<file path="config.mk">
export PLATFORM = sky130hd
export DESIGN_NAME = de_38_grant_flat
export DESIGN_NICKNAME = d
export VERILOG_FILES = /design/src/rtl/de_grant_pkg.sv /design/src/rtl/de_38_grant_if.sv /design/src/rtl/de_38_grant_sat_counter.sv /design/src/rtl/de_38_grant.sv /design/src/flat_wrapper.sv
export SDC_FILE = /design/constraint.sdc
export NUM_CORES = 1
export LEC_CHECK = 0
export ABC_AREA = 1
export CAP_MARGIN = 20
export CORE_MARGIN = 5
export CORE_UTILIZATION = 23
export DETAILED_ROUTE_END_ITERATION = 10
export GPL_TIMING_DRIVEN = 0
export PLACE_DENSITY = 0.43
export SYNTH_ARGS = -nofsm -noshare
export SYNTH_HDL_FRONTEND = slang
export SYNTH_HIERARCHICAL = 1
export SYNTH_SLANG_ARGS = --single-unit
</file>
<file path="constraint.sdc">
create_clock -name clk -period 1.6 [get_ports clk]
set_input_delay 0.32 -clock clk [delete_from_list [all_inputs] [get_ports clk]]
set_output_delay 0.32 -clock clk [all_outputs]
set_load 0.02 [all_outputs]
</file>
<file path="src/rtl/de_grant_pkg.sv">
// ---------------------------------------------------------------------------
// de_grant_pkg
// Shared definitions for the 3:8 grant decoder slice.
//   state_t        : FSM encoding (IDLE / GRANT / RECOVER)
//   DEFAULT_*      : default parameter values for the decoder and interface
//   idx_to_onehot  : 3-bit channel index to 8-bit one-hot grant vector
// ---------------------------------------------------------------------------
package de_grant_pkg;

    typedef enum logic [1:0] {
        IDLE    = 2'd0,
        GRANT   = 2'd1,
        RECOVER = 2'd2
    } state_t;

    localparam int DEFAULT_TIMEOUT = 15;
    localparam int DEFAULT_CNT_W   = 8;

    // A shift of a single set bit can only ever produce one hot line, which
    // is what keeps the grant output from going multi-hot.
    function automatic logic [7:0] idx_to_onehot(input logic [2:0] idx);
        idx_to_onehot = 8'b0000_0001 << idx;
    endfunction

endpackage

</file>
<file path="src/rtl/de_38_grant_if.sv">
// ---------------------------------------------------------------------------
// de_38_grant_if
// Handshake and grant bundle between an index producer and the decoder.
//   in_valid / in_ready / in_idx : index handshake (producer -> decoder)
//   done                         : granted channel finished
//   grant                        : one-hot grant (decoder -> channels)
//   busy, timeout_err, grant_cnt : status / debug from the decoder
// Modports: master = producer side, slave = decoder side.
// ---------------------------------------------------------------------------
interface de_38_grant_if
    import de_grant_pkg::*;
#(
    parameter int CNT_W = DEFAULT_CNT_W
);

    logic             in_valid;
    logic             in_ready;
    logic [2:0]       in_idx;
    logic             done;
    logic [7:0]       grant;
    logic             busy;
    logic             timeout_err;
    logic [CNT_W-1:0] grant_cnt;

    modport master (
        output in_valid,
        output in_idx,
        output done,
        input  in_ready,
        input  grant,
        input  busy,
        input  timeout_err,
        input  grant_cnt
    );

    modport slave (
        input  in_valid,
        input  in_idx,
        input  done,
        output in_ready,
        output grant,
        output busy,
        output timeout_err,
        output grant_cnt
    );

endinterface

</file>
<file path="src/rtl/de_38_grant_sat_counter.sv">
// ---------------------------------------------------------------------------
// sat_counter
// Up-counter that sticks at all-ones instead of wrapping.
//   clk   : rising-edge clock
//   rst_n : asynchronous active-low clear
//   en    : count one event this cycle
//   count : current value
// ---------------------------------------------------------------------------
module sat_counter #(
    parameter int WIDTH = 8
) (
    input  logic             clk,
    input  logic             rst_n,
    input  logic             en,
    output logic [WIDTH-1:0] count
);

    // Count enabled events; once every bit is set further events are dropped
    // so a long-running debug count never rolls back to a small number.
    always_ff @(posedge clk or negedge rst_n) begin
        if (!rst_n) begin
            count <= '0;
        end else if (en && (count != {WIDTH{1'b1}})) begin
            count <= count + 1'b1;
        end
    end

endmodule

</file>
<file path="src/rtl/de_38_grant.sv">
// ---------------------------------------------------------------------------
// de_38_grant
// Sequential 3:8 decoder: accepts a channel index over valid/ready, holds the
// matching one-hot grant until the channel reports done or TIMEOUT cycles
// pass, then spends one recovery cycle before taking the next index.
//   clk   : rising-edge clock
//   rst_n : asynchronous active-low reset
//   bus   : de_38_grant_if.slave (in_valid, in_ready, in_idx, done, grant,
//           busy, timeout_err, grant_cnt)
// Parameters: TIMEOUT (1..255) max grant length, CNT_W debug counter width.
// ---------------------------------------------------------------------------
module de_38_grant
    import de_grant_pkg::*;
#(
    parameter int TIMEOUT = DEFAULT_TIMEOUT,
    parameter int CNT_W   = DEFAULT_CNT_W
) (
    input  logic         clk,
    input  logic         rst_n,
    de_38_grant_if.slave bus
);

    localparam logic [7:0] HOLD_LAST = 8'(TIMEOUT - 1);

    state_t           state;
    state_t           state_next;
    logic [7:0]       hold_cnt;
    logic [7:0]       grant_q;
    logic             timeout_q;
    logic             accept;
    logic             done_hit;
    logic             timeout_hit;
    logic [CNT_W-1:0] cnt;

    // Event decode shared by the FSM and the datapath. done beats the timeout
    // when both land on the same edge, so timeout_hit is masked by done.
    assign accept      = bus.in_valid && (state == IDLE);
    assign done_hit    = (state == GRANT) && bus.done;
    assign timeout_hit = (state == GRANT) && !bus.done && (hold_cnt == HOLD_LAST);

    // State register. Reset parks the FSM in RECOVER so the block reports
    // busy and refuses indices until the first clock after reset release.
    always_ff @(posedge clk or negedge rst_n) begin
        if (!rst_n) begin
            state <= RECOVER;
        end else begin
            state <= state_next;
        end
    end

    // Next-state logic. RECOVER is always a single cycle; the unused encoding
    // falls into RECOVER so a corrupted state heals through the normal path.
    always_comb begin
        state_next = state;
        case (state)
            IDLE: begin
                if (accept) begin
                    state_next = GRANT;
                end
            end
            GRANT: begin
                if (done_hit || timeout_hit) begin
                    state_next = RECOVER;
                end
            end
            RECOVER: begin
                state_next = IDLE;
            end
            default: begin
                state_next = RECOVER;
            end
        endcase
    end

    // Unregistered status outputs decoded straight from the state, so that
    // in_ready and busy follow reset immediately along with the state.
    always_comb begin
        bus.in_ready = 1'b0;
        bus.busy     = 1'b1;
        case (state)
            IDLE: begin
                bus.in_ready = 1'b1;
                bus.busy     = 1'b0;
            end
            default: begin
                bus.in_ready = 1'b0;
                bus.busy     = 1'b1;
            end
        endcase
    end

    // Registered grant, timeout pulse and hold counter. The hold counter is
    // zero in the first grant cycle, so reaching TIMEOUT-1 means the grant
    // has been visible for exactly TIMEOUT cycles when it is dropped.
    // timeout_err defaults low every edge, which makes it a one-cycle pulse.
    always_ff @(posedge clk or negedge rst_n) begin
        if (!rst_n) begin
            grant_q   <= 8'h00;
            timeout_q <= 1'b0;
            hold_cnt  <= 8'h00;
        end else begin
            timeout_q <= 1'b0;
            case (state)
                IDLE: begin
                    grant_q <= 8'h00;
                    if (accept) begin
                        grant_q  <= idx_to_onehot(bus.in_idx);
                        hold_cnt <= 8'h00;
                    end
                end
                GRANT: begin
                    hold_cnt <= hold_cnt + 8'd1;
                    if (done_hit) begin
                        grant_q <= 8'h00;
                    end else if (timeout_hit) begin
                        grant_q   <= 8'h00;
                        timeout_q <= 1'b1;
                    end
                end
                default: begin
                    grant_q <= 8'h00;
                end
            endcase
        end
    end

    // Debug count of grants that ended with done; timeouts are not counted.
    sat_counter #(
        .WIDTH (CNT_W)
    ) u_grant_cnt (
        .clk   (clk),
        .rst_n (rst_n),
        .en    (done_hit),
        .count (cnt)
    );

    assign bus.grant       = grant_q;
    assign bus.timeout_err = timeout_q;
    assign bus.grant_cnt   = cnt;

endmodule

</file>
<file path="src/flat_wrapper.sv">
// flat-port wrapper written by rule: the top's interface ports become plain ports
module de_38_grant_flat import de_grant_pkg::*;
#(
    parameter int TIMEOUT = DEFAULT_TIMEOUT,
    parameter int CNT_W   = DEFAULT_CNT_W
)
  (clk, rst_n, bus_in_valid, bus_in_idx, bus_done, bus_in_ready, bus_grant, bus_busy, bus_timeout_err, bus_grant_cnt);
  de_38_grant_if #(.CNT_W(CNT_W)) bus_i ();
  input  logic clk;
  input  logic rst_n;
  input wire logic [$bits(bus_i.in_valid)-1:0] bus_in_valid;
  input wire logic [$bits(bus_i.in_idx)-1:0] bus_in_idx;
  input wire logic [$bits(bus_i.done)-1:0] bus_done;
  output wire logic [$bits(bus_i.in_ready)-1:0] bus_in_ready;
  output wire logic [$bits(bus_i.grant)-1:0] bus_grant;
  output wire logic [$bits(bus_i.busy)-1:0] bus_busy;
  output wire logic [$bits(bus_i.timeout_err)-1:0] bus_timeout_err;
  output wire logic [$bits(bus_i.grant_cnt)-1:0] bus_grant_cnt;
  assign bus_i.in_valid = bus_in_valid;
  assign bus_i.in_idx = bus_in_idx;
  assign bus_i.done = bus_done;
  assign bus_in_ready = bus_i.in_ready;
  assign bus_grant = bus_i.grant;
  assign bus_busy = bus_i.busy;
  assign bus_timeout_err = bus_i.timeout_err;
  assign bus_grant_cnt = bus_i.grant_cnt;
  de_38_grant #(.TIMEOUT(TIMEOUT), .CNT_W(CNT_W)) u_core (.clk(clk), .rst_n(rst_n), .bus(bus_i));
endmodule
</file>
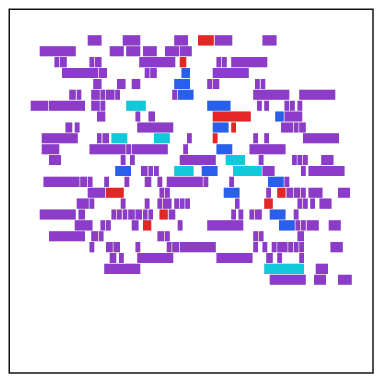
Figure 1: run 1, drive-strength map.
Scale: 4 px per µm.
Blue is x3 and x4, cells 13, share 6.2%. Purple is x1 and smaller, cells 181, share 86%. Red is x2, cells 10, share 4.7%. Cyan is x6 and larger, cells 7, share 3.3%.
Layout area overhead: 28.2%
post-route cell area: 1910 µm²
final setup margin: 54.6 ps
Non-Clock Buffer Count: 28

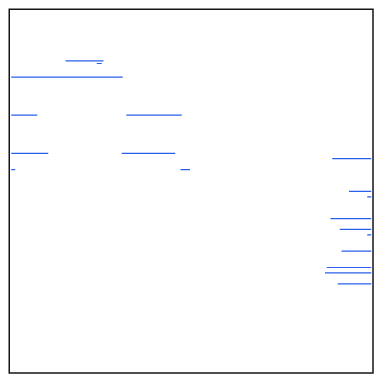
Figure 2: run 1, M3 wires.
Scale: 4 px per µm.
The wires run mostly horizontal. The layer carries 153 µm of wire. 17 nets have wire on it. The longest straight run is 27.6 µm.
met3 Track Usage GR: 0.0250
WL final: 3330 µm

==> flow_metrics.env, run 1 <==
# physical design summary
export IMPL_status="complete, no violations"
export IMPL_grt_util_met1=0.108
export IMPL_critPathRequiredTime_ps=1280
export IMPL_grt_max_degree=19
export IMPL_period_used=0.966
export IMPL_r2r_start="u_core/u_grant_cnt/count[0]"
export IMPL_min_period_ps=1550
export IMPL_logic_gates=129
export IMPL_rr_endpoint="u_core/u_grant_cnt/count[4]"
export IMPL_core_um2=6350
export IMPL_syn_num_nets=191
export IMPL_avgViaCountPerCell=4.22
export IMPL_synthAoiAreaFrac=0.0444
export IMPL_p_leak_nw=0.987
export IMPL_ys_area_um2=1490
export IMPL_wl_met2_um=1530
export IMPL_muxShareOfSynthArea=0
export IMPL_post_cts_setup_buffers=0
export IMPL_simple_gate_area_frac=0.383
export IMPL_route_detailed_drc=0
export IMPL_end_kind="output pin"
export IMPL_cp_start_kind="flip-flop"
export IMPL_cts_sinks=27
export IMPL_async_flop_share=1.00
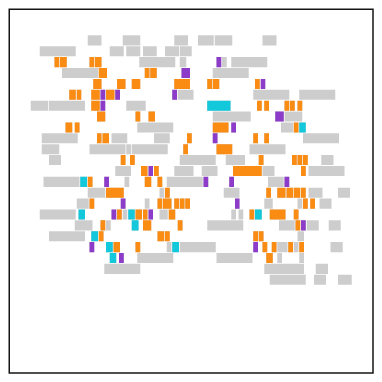
Figure 3: run 1, logic cells by family.
Scale: 4 px per µm.
Purple is inv cells, cells 23, most used inv_1. Cyan is aoi and oai cells, cells 11, most used o21ai_0. Orange is nand cells, cells 89, most used nand2_1.
final std cells w/o fill: 288
Commonest Layout Cell: nand2_1
combinational share of cell area: 0.371

## run 1: cell usage in the layout, fill, tap and decap left out, drive strengths merged
cell            n
dfstp           1
a21oi           3
nand3          17
nor2           21
nor3            1
xor2            1
dfrtp          26
clkbuf          4
ha              3
nand4          10
inv            23
dlymetal6s2s    4
nor3b           1
o21ai           8
nand2          62
buf             4
clkdlybuf4s50   9
clkdlybuf4s15   1
xnor2           2
dlygate4sd2    10
## run 1: sequential cells by signal, indices dropped and copies added, names as in the netlist
register and flops:
u_core/bus.grant 8, u_core/bus.timeout_err 1, u_core/u_grant_cnt/count 8, u_core/hold_cnt 8, u_core/state 2
## run 1: how the worst max path moves through the flow
stage / start / to / cells after the start / slack (ps)
floorplan: u_core/state[1] / u_core/u_grant_cnt/count[7] / 8 / 200
global placement: rst_n / u_core/bus.grant[7] / 1 / -360
detailed placement: bus_done / u_core/u_grant_cnt/count[7] / 8 / -350
CTS: u_core/bus.grant[6] / bus_grant[6] / 1 / 10
global route: u_core/bus.grant[3] / bus_grant[3] / 1 / 2
finish: u_core/bus.grant[5] / bus_grant[5] / 1 / 50
## run 1: per-stage QoR
step / setup slack (ps) / util / setup TNS (ps) / power (W) / area, µm²
global route: 1.99 / 0.301 / 0 / 0.00234 / 1910
finish: 54.6 / 0.301 / 0 / 0.00217 / 1910
detailed placement: -347 / 0.294 / -1360 / 0.00186 / 1870
global placement: -361 / 0.290 / -10740 / 0.00185 / 1840
floorplan: 201 / - / 0 / 0.00152 / 1490
CTS: 11.2 / 0.300 / 0 / 0.00224 / 1900
## run 1: power breakdown
part	switching (W)	internal (W)
combinational	0.000547	0.000314
clock	0.000214	0.000179
sequential	0.000121	0.000799
==> run 1 -> run 2 <==
CTS_CLUSTER_SIZE = 28   (was unset)
HOLD_SLACK_MARGIN = 0.1   (was unset)
REMOVE_ABC_BUFFERS = 1   (was unset)
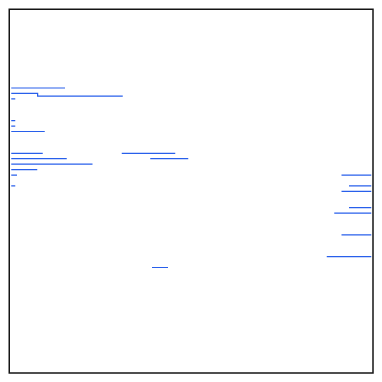
Figure 4: run 2, M3 wires.
Scale: 4 px per µm.
detailed-route via count: 1226
met3 Track Usage GR: 0.0292
WL final: 3220 µm

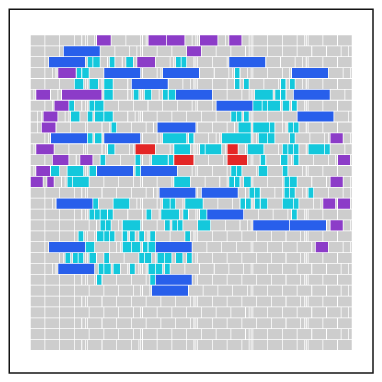
Figure 5: run 2, cells coloured by class.
Scale: 4 px per µm. Fill, decap, tap and diode cells in grey.
Blue is registers, cells 27, share of their area 38%. Purple is remaining buffers and delay cells, cells 26, share of their area 15%. Cyan is remaining logic cells, cells 152, share of their area 44%. Red is clock drivers and dummy loads, cells 4, share of their area 2.7%.
core area: 6350 µm²
Finished Core Util: 0.299
post-route cell area: 1900 µm²
# rows: 29

==> run 2 against run 1 <==
Clock skew about the same. Critical path depth increased by 2. Worst setup slack got worse by 7.9 ps. Critical endpoint is now bus_busy. Cell area down 0.72%. Area after synthesis unchanged. Largest cell class unchanged.
==> flow_metrics.env, run 2 <==
# physical design summary
export IMPL_wl_met2_um=1400
export IMPL_ys_area_um2=1490
export IMPL_final_cells=286
export IMPL_critPathRequiredTime_ps=1280
export IMPL_muxShareOfSynthArea=0
export IMPL_avgViaCountPerCell=4.29
export IMPL_route_detailed_drc=0
export IMPL_period_used=0.971
export IMPL_status="complete, no violations"
export IMPL_post_cts_setup_buffers=0
export IMPL_post_place_ws_ps=-339
export IMPL_synthAoiAreaFrac=0.0444
export IMPL_min_period_ps=1550
export IMPL_async_flop_share=1.00
export IMPL_finalSetupTns_ps=0
export IMPL_r2r_start="u_core/hold_cnt[0]"
export IMPL_cp_start_kind="flip-flop"
export IMPL_layout_top_cell="nand2_1"
export IMPL_p_leak_nw=1.01
export IMPL_grt_max_degree=18
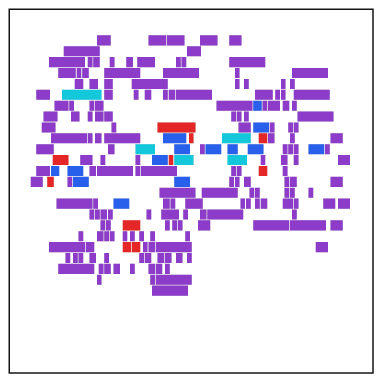
Figure 6: run 2, drive-strength map.
Scale: 4 px per µm.
Red is x2, cells 10, share 4.8%. Cyan is x6 and larger, cells 5, share 2.4%. Blue is x3 and x4, cells 14, share 6.7%. Purple is x1 and smaller, cells 180, share 86%.
Layout area overhead: 27.2%
final setup margin: 46.7 ps
Non-Clock Buffer Count: 26

==> run 2: cell counts after synthesis <==
No cell type changed its count.
==> run 2: through the flow <==
stage | power (W) | hold WS, ps | instance area [µm²]
after CTS | 0.00223 | 423 | 1890
after global routing | 0.00235 | 461 | 1900
after global placement | 0.00184 | 485 | 1820
after floorplan | 0.00151 | 24.4 | 1470
after detailed placement | 0.00184 | 486 | 1840
final | 0.00218 | 412 | 1900
==> run 2: power breakdown <==
part / switching (W) / internal [W]
Combinational: 0.000548 / 0.000303
Sequential: 0.000121 / 0.000799
Clock: 0.000228 / 0.000177
==> run 2: logic make-up (layout without fill, tap and decap cells) <==
group	count (synthesis)	in the layout
XOR/XNOR	3	3
adder cells (fa/ha/maj)	3	3
buffers and inverters	25	53
AND-OR/OR-AND	11	11
AND/OR/NAND/NOR	112	112
flip-flops	27	27
==> run 2: final cells by class <==
| type | count | area (µm²) | area share |
|---|---|---|---|
| clock buffer | 3 | 41.3 | 0.0217 |
| clock inverter | 1 | 7.51 | 0.00395 |
| inverter | 23 | 91.3 | 0.0481 |
| multi-input combinational | 129 | 709 | 0.374 |
| sequential | 27 | 677 | 0.356 |
| tap | 77 | 96.3 | 0.0507 |
| timing repair buffer | 26 | 277 | 0.146 |
==> run 2: worst max path at each step <==
stage / start / slack (ps) / to / cells past startpoint
after floorplan: u_core/state[1] / 200 / u_core/u_grant_cnt/count[7] / 8
after global placement: rst_n / -350 / u_core/u_grant_cnt/count[6] / 1
after detailed placement: bus_done / -340 / u_core/u_grant_cnt/count[7] / 8
after CTS: u_core/bus.grant[0] / 5 / bus_grant[0] / 1
after global routing: u_core/bus.grant[4] / 2 / bus_grant[4] / 1
final: u_core/state[1] / 50 / bus_busy / 3
==> run 2 -> run 3 <==
REMOVE_ABC_BUFFERS = unset   (was 1)
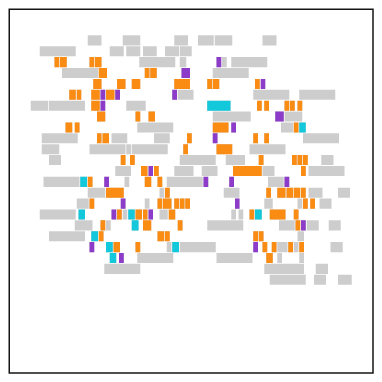
Figure 7: run 3, logic cells by family.
Scale: 4 px per µm.
Cyan is aoi and oai cells, cells 11, most used o21ai_0. Purple is inv cells, cells 23, most used inv_1. Orange is nand cells, cells 89, most used nand2_1.

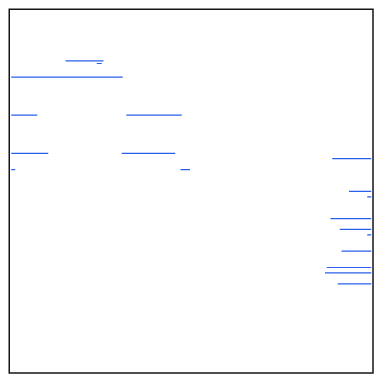
Figure 8: run 3, M3 wires.
Scale: 4 px per µm.
The layer carries 153 µm of wire. The longest straight run is 27.6 µm. 17 nets have wire on it. The wires run mostly horizontal.
WL final: 3330 µm
met3 Track Usage GR: 0.0250
detailed-route via count: 1216

==> run 3 against run 2 <==
Sequential cell count unchanged. Area after synthesis unchanged. Register-to-register slack about the same. Cell area rose by 0.72%. Critical path depth down 2. Core utilization is 0.22 points higher. Sequential share of layout area decreased by 0.26 points. Clock power fell by 3%. Sequential power about the same. Routed wire length up 3.3%. Critical path type unchanged. Largest power group unchanged. Highest routed layer unchanged.
==> flow_metrics.env, run 3 <==
# physical design summary
export IMPL_largest_area_cell="dfrtp_1"
export IMPL_p_leak_nw=0.987
export IMPL_synth_edff_count=0
export IMPL_setup_worst_path_end="bus_grant[5]"
export IMPL_synth_top_cell_area_share=0.436
export IMPL_portBuffers=25
export IMPL_avgSynthCellArea_um2=8.25
export IMPL_use_met2=0.133
export IMPL_synth_area_um2=1490
export IMPL_ys_area_um2=1490
export IMPL_dpl_cell_area_um2=1870
export IMPL_track_usage=0.0824
export IMPL_min_period_ps=1550
export IMPL_worst_slew_pin_transition_ps=568
export IMPL_cts_tree="done"
export IMPL_worst_path_stages=1
export IMPL_status="complete, no violations"
export IMPL_layout_top_cell="nand2_1"
export IMPL_route_detailed_drc=0
export IMPL_nFillCells=673
export IMPL_ff2ff_setup_slack_ps=200
export IMPL_utilization=0.301
export IMPL_end_kind="output pin"
export IMPL_critPathRequiredTime_ps=1280
export IMPL_period_used=0.966
export IMPL_antenna_found_initial=0
export IMPL_async_flop_share=1.00
export IMPL_rows=29
export IMPL_log_warning_count=27
export IMPL_r2r_start="u_core/u_grant_cnt/count[0]"
export IMPL_ys_flops=27
export IMPL_cts_buffers_inserted=3
export IMPL_post_place_ws_ps=-347
export IMPL_grt_pass1_wl_um=5700
export IMPL_max_cap_violations=0
export IMPL_fp_util=0.235
export IMPL_crit_start="u_core/bus.grant[5]"
export IMPL_grt_max_degree=19
export IMPL_ys_seq_frac=0.453
export IMPL_clkTransAtPathRegs_ps=90
export IMPL_cp_start_kind="flip-flop"
export IMPL_drive_above_1_share=0.142
export IMPL_worstPathArrival_ps=1230
export IMPL_core_um2=6350
export IMPL_post_cts_setup_buffers=0
export IMPL_avgViaCountPerCell=4.22
export IMPL_post_cts_resized=17
export IMPL_report_final_slew_viol_count=0
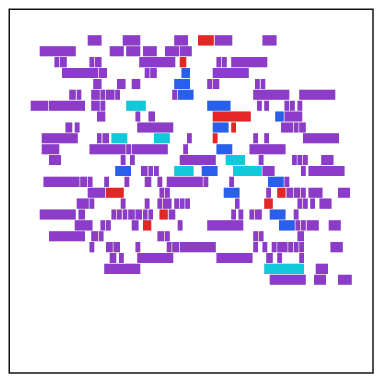
Figure 9: run 3, drive-strength map.
Scale: 4 px per µm.
Purple is x1 and smaller, cells 181, share 86%. Blue is x3 and x4, cells 13, share 6.2%. Red is x2, cells 10, share 4.7%. Cyan is x6 and larger, cells 7, share 3.3%.
Layout area overhead: 28.2%
final setup margin: 54.6 ps
post-route cell area: 1910 µm²
Non-Clock Buffer Count: 28

==> run 3: cell counts after synthesis <==
No cell type changed its count.
==> run 3: stage by stage <==
stage | hold slack (ps) | setup TNS (ps) | instances | power [W]
after floorplan | 24.4 | 0 | 181 | 0.00152
after global placement | 487 | -10740 | 283 | 0.00185
after detailed placement | 489 | -1360 | 284 | 0.00186
after CTS | 423 | 0 | 288 | 0.00224
after global routing | 448 | 0 | 288 | 0.00234
final | 400 | 0 | 288 | 0.00217
==> run 3: kinds of logic after synthesis <==
family | share of synthesized area
simple gates | 0.383
flops | 0.453
buf+inv | 0.0763
compound gates | 0.0444
xor+xnor | 0.0176
fa+ha+maj | 0.0251
==> run 3: per-layer routing <==
metal,up-vias,share of wire
li1,638,-
met1,554,0.49
met2,20,0.46
met3,4,0.046
met4,0,0.0096
met5,-,0
==> run 3: area by class of cell <==
| type | instances | area (µm²) | area share |
|---|---|---|---|
| Clock buffer | 4 | 45.0 | 0.0235 |
| Buffer | 2 | 22.5 | 0.0118 |
| Tap cell | 77 | 96.3 | 0.0504 |
| Timing Repair Buffer | 26 | 272 | 0.142 |
| Inverter | 23 | 91.3 | 0.0477 |
| Multi-Input combinational cell | 129 | 709 | 0.371 |
| Sequential cell | 27 | 677 | 0.354 |
==> run 3: report_power, final <==
part / switching, W / total (W) / leakage, nW / internal, W
combinational: 0.000547 / 0.000861 / 0.605 / 0.000314
sequential: 0.000121 / 0.000920 / 0.359 / 0.000799
clock: 0.000214 / 0.000393 / 0.0228 / 0.000179
Power figures rest on the tool's default switching activity, not on a simulated workload.
